File: src/rtl/frame_buffer_pkg.sv
// Shared types and elaboration-time helpers for the overlapping-window framer.
package frame_pkg;

    typedef enum logic [1:0] {
        FILL,
        EMIT,
        ADVANCE
    } state_e;

    localparam int depth_default = 32;
    localparam int ptr_w = $clog2(depth_default) + 1;

    // One extra pointer bit lets occupancy distinguish full from empty.
    function automatic int ptr_width(input int depth);
        return $clog2(depth) + 1;
    endfunction

    function automatic bit params_ok(input int frame_len, input int hop, input int depth);
        return (hop >= 1) && (hop <= frame_len) && (depth >= frame_len + hop) &&
               ((depth & (depth - 1)) == 0);
    endfunction

endpackage

File: src/rtl/frame_buffer_counter.sv
// Free-running wrap-around counter; used as the framer's write pointer.
module counter
    import frame_pkg::*;
#(
    parameter int width_p = ptr_w
) (
    input  logic               clk_i,
    input  logic               reset_i,
    input  logic               en_i,
    output logic [width_p-1:0] count_o
);

    always_ff @(posedge clk_i) begin
        if (reset_i) begin
            count_o <= '0;
        end else if (en_i) begin
            count_o <= count_o + width_p'(1);
        end
    end

endmodule

File: src/rtl/frame_buffer.sv
// Circular sample buffer replayed as fixed-length frames that overlap by
// frame_len_p - hop_p samples.
module frame_buffer
    import frame_pkg::*;
#(
    parameter int width_p     = 16,
    parameter int frame_len_p = 16,
    parameter int hop_p       = 8,
    parameter int depth_p     = 32
) (
    input  logic                      clk_i,
    input  logic                      reset_i,
    input  logic                      valid_i,
    output logic                      ready_o,
    input  logic signed [width_p-1:0] data_i,
    output logic                      valid_o,
    input  logic                      ready_i,
    output logic signed [width_p-1:0] data_o,
    output logic                      frame_start_o,
    output logic                      frame_last_o
);

    localparam int pw = ptr_width(depth_p);
    localparam int aw = pw - 1;
    localparam logic [pw-1:0] depth_c = pw'(depth_p);
    localparam logic [pw-1:0] frame_c = pw'(frame_len_p);
    localparam logic [pw-1:0] last_c  = pw'(frame_len_p - 1);
    localparam logic [pw-1:0] hop_c   = pw'(hop_p);

    if (!params_ok(frame_len_p, hop_p, depth_p)) begin : g_param_err
        $error("frame_buffer: illegal frame_len_p/hop_p/depth_p combination");
    end

    logic [pw-1:0] wr_cnt;
    logic [pw-1:0] base;
    logic [pw-1:0] rd_idx;
    logic [pw-1:0] rd_next;
    logic [pw-1:0] rd_addr_next;
    logic [pw-1:0] occ;
    logic          in_fire;
    state_e        state;

    logic signed [width_p-1:0] mem [depth_p];

    // Both pointers are registered, so occupancy never sees a write/advance race.
    assign occ          = wr_cnt - base;
    assign ready_o      = !reset_i && (occ < depth_c);
    assign in_fire      = valid_i && ready_o;
    assign rd_next      = rd_idx + pw'(1);
    assign rd_addr_next = base + rd_next;

    counter #(
        .width_p (pw)
    ) u_wr_cnt (
        .clk_i   (clk_i),
        .reset_i (reset_i),
        .en_i    (in_fire),
        .count_o (wr_cnt)
    );

    always_ff @(posedge clk_i) begin
        if (in_fire) begin
            mem[wr_cnt[aw-1:0]] <= data_i;
        end
    end

    always_ff @(posedge clk_i) begin
        if (reset_i) begin
            state         <= FILL;
            base          <= '0;
            rd_idx        <= '0;
            valid_o       <= 1'b0;
            frame_start_o <= 1'b0;
            frame_last_o  <= 1'b0;
            data_o        <= '0;
        end else begin
            case (state)
                FILL: begin
                    if (occ >= frame_c) begin
                        data_o        <= mem[base[aw-1:0]];
                        valid_o       <= 1'b1;
                        frame_start_o <= 1'b1;
                        frame_last_o  <= (last_c == '0);
                        rd_idx        <= '0;
                        state         <= EMIT;
                    end
                end
                EMIT: begin
                    if (valid_o && ready_i) begin
                        if (frame_last_o) begin
                            valid_o       <= 1'b0;
                            frame_start_o <= 1'b0;
                            frame_last_o  <= 1'b0;
                            state         <= ADVANCE;
                        end else begin
                            rd_idx        <= rd_next;
                            data_o        <= mem[rd_addr_next[aw-1:0]];
                            frame_start_o <= 1'b0;
                            frame_last_o  <= (rd_next == last_c);
                        end
                    end
                end
                ADVANCE: begin
                    base  <= base + hop_c;
                    state <= FILL;
                end
                default: state <= FILL;
            endcase
        end
    end

endmodule

File: config.mk
export PLATFORM = sky130hd
export DESIGN_NAME = frame_buffer
export DESIGN_NICKNAME = d
export VERILOG_FILES = /design/src/rtl/frame_buffer_pkg.sv /design/src/rtl/frame_buffer_counter.sv /design/src/rtl/frame_buffer.sv
export SDC_FILE = /design/constraint.sdc
export NUM_CORES = 1
export LEC_CHECK = 0
export ABC_AREA = 1
export CORE_UTILIZATION = 55
export DETAILED_ROUTE_END_ITERATION = 16
export GPL_TIMING_DRIVEN = 0
export PLACE_DENSITY = 0.72
export SETUP_SLACK_MARGIN = 0.02
export SYNTH_ARGS = -nofsm -noshare
export SYNTH_HDL_FRONTEND = slang
export SYNTH_SLANG_ARGS = --single-unit
File: constraint.sdc
create_clock -name clk_i -period 5.1 [get_ports clk_i]
set_clock_uncertainty 0.2 [all_clocks]
set_input_delay 1.02 -clock clk_i [delete_from_list [all_inputs] [get_ports clk_i]]
set_output_delay 1.02 -clock clk_i [all_outputs]
set_load 0.005 [all_outputs]
Fig. 1: routed metal per tile
Bar = 50 um. 21 x 21 tiles, from black (low) to pale yellow (high), scaled to the fullest tile. Values are wire area over tile area, all layers added.
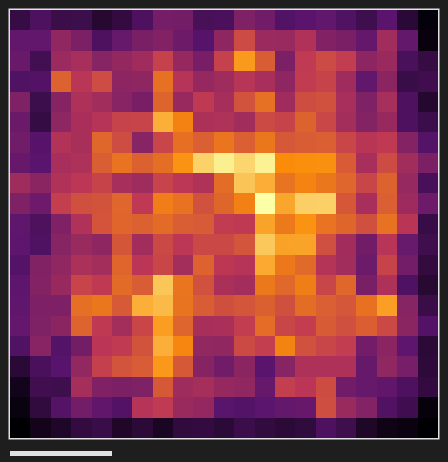
- densest ninth of the die: center
- mean over tiles: 0.28
- tiles over half the peak: 39%
- nearly empty tiles: 0.90%
- fullest tile: 0.65

Fig. 2: track usage over the die
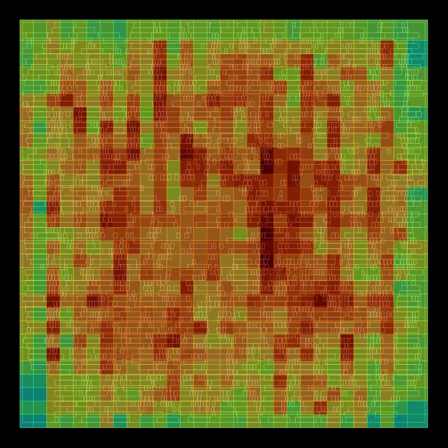
M2 GR Usage: 56.9%
met3 Use GR: 4.79%
grt peak-use layer: met2
drt wl/cell: 24.2 um

Fig. 3: M1 wires
Bar = 50 um.
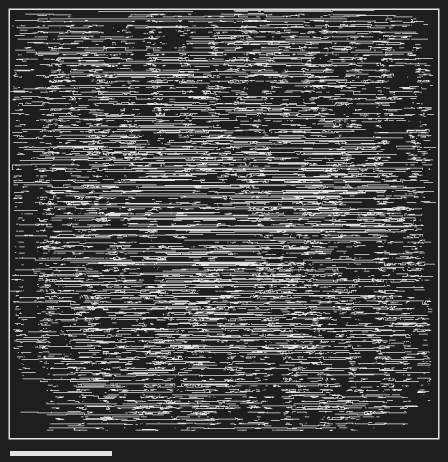
- share of all routed wire: 39%
- longest straight run: 122 um
- main direction: horizontal
- wire length on this layer: 29.4 mm

==> results_dict.tcl <==
# yosys + openroad results
set metrics [dict create \
    comb_area_share_pct 23.7 \
    power_mw 9.25 \
    top_cell_area_share_pct 64.2 \
    n_all_buffers 173 \
    viasPerCell 5.65 \
    ctsHoldBuffers 0 \
    ys_area_sq_um 23900 \
    cts_tree "yes" \
    grt_pass1_wl_mm 108 \
    min_period_ns 4.49 \
    grt_pass1_vias 17000 \
    fill_cells 3521 \
    clkTransAtPathRegs_ns 0.06 \
    antenna_found_initial 0 \
    num_antenna_cells 0 \
    cts_resized 0 \
    layout_top_cells "nand2_1, edfxtp_1, nand3_1" \
    die_h_um 211 \
    die_w_um 211 \
    synth-main-ff-cell "edfxtp_1" \
    vdd_drop_max_mv 0.349 \
    r2r_cells 9 \
    critPathBufInv 2 \
    coreArea_sq_um 43000 \
    drt_iter0_markers 1792 \
    ys_ff 550 \
    cp-end-kind "flop" \
    critPathCapture "mem[17][14]" \
    reg2reg_slack_ns 0.61 \
    crit_slowest_cell "nor2_1" \
    p_per_area_nw_per_um2 343 \
    rsz0062_at_grt "false" \
    rows 76 \
    avgSynthCellArea_sq_um 10.0 \
    cts_root_buffer "clkbuf_16" \
    initial_core_util_pct 55.7 \
    status "complete, no violations" \
    sh_seq_area_pct 59.9 \
    critical-path-max-stage-delay_ns 1.16 \
    seq_area_sq_um 16100 \
    first_pass_iters 5 \
    bufAreaShareNonClock_pct 3.67 \
    gp_congestion 1.02 \
    final_antenna_net_count 0 \
    wirelength_mm 75.4 \
    max_cap_violations 0 \
    grt_max_degree 33 \
    tool_warnings 31 \
    syn2layout_area_growth_pct 12.5 \
    drive_gt1_share_pct 8.72 \
    drv_slew 0 \
    hold_viol_final 0 \
    crit_fanout 16 \
    taps 585 \
    drc 0 \
    fin_nets 2519 \
    syn_nets 2418 \
    dp_hpwl_mm 51.8 \
    r2r-start "u_wr_cnt.count_o[3]" \
    critical-path-top-delay-family "simple AND/OR/NAND/NOR gates" \
    cp-start-kind "flop" \
    vias 17600 \
    period_used_pct 88.0 \
    port_buffers 38 \
]
Fig. 4: cell density map
Bar = 50 um. 21 x 21 tiles, from black (low) to pale yellow (high), 0 to 100% covered.
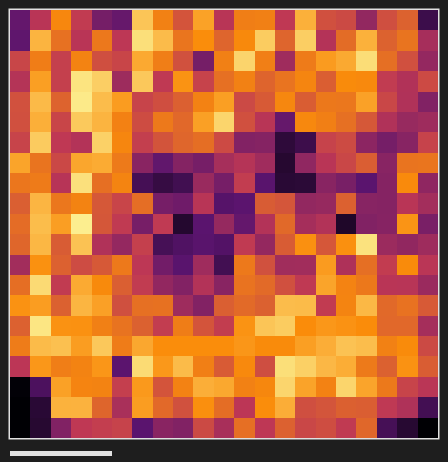
- fullest tile: 96%
- mean over tiles: 59%
- emptiest ninth of the die: center
- tiles over 75% full: 24%
- nearly empty tiles: 0.90%

Fig. 5: signal wires on met2
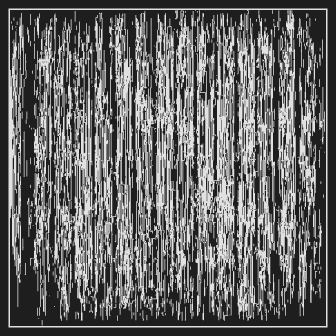
- longest straight run: 105 um
- wire length on this layer: 36.2 mm
- share of all routed wire: 48%
- nets with wire on the layer: 1,908

per-stage QoR:
step | setup WS [ns] | hold WS (ns) | std cells | util (%) | cell area [sq um]
floorplan | 1.68 | 0.260 | 2388 | - | 23900
global placement | 0.195 | 0.252 | 3011 | 58.3 | 25100
detailed placement | 0.567 | 0.277 | 3015 | 58.3 | 25000
CTS | 0.553 | 0.284 | 3117 | 62.6 | 26900
global route | 0.542 | 0.291 | 3118 | 62.7 | 26900
finish | 0.610 | 0.281 | 3118 | 62.7 | 26900
report_power, final:
group | switching [mW] | internal (mW)
clock | 1.72 | 2.41
sequential | 0.00595 | 4.94
combinational | 0.146 | 0.0197
total | 1.88 | 7.38
routing by layer:
layer	wire length (um)	up-vias	part of all wire [%]	GRT usage, %
met5	0	-	0	0
met4	3630	0	4.8	17.1
met3	6110	191	8.1	4.79
met2	36200	874	48	56.9
met1	29400	8469	39	45.2
li1	-	8083	-	-
cells in the mapped netlist (3+ instances only):
| cell | number |
|---|---|
| nand2_1 | 864 |
| clkbuf_1 | 40 |
| nor2_1 | 129 |
| inv_1 | 221 |
| o21ai_0 | 58 |
| nand3_1 | 328 |
| dfxtp_1 | 38 |
| edfxtp_1 | 512 |
| nand4_1 | 3 |
| buf_4 | 12 |
| a21oi_1 | 65 |
| inv_2 | 5 |
| nor3_1 | 5 |
| buf_1 | 11 |
| xor2_1 | 4 |
| ha_1 | 9 |
| nand2_2 | 5 |
| buf_2 | 65 |
tightest hold or removal path, cell delays in order, from the launching register on:
cell and delay, ns:
dfxtp_1 0.31, nand2_1 0.06, a21oi_1 0.06
logic make-up after synthesis:
group | share of synthesized area, %
XOR/XNOR | 0.251
buffers and inverters | 6.17
AND-OR/OR-AND | 2.60
flip-flops | 67.4
adder cells (fa/ha/maj) | 0.554
AND/OR/NAND/NOR | 23.0
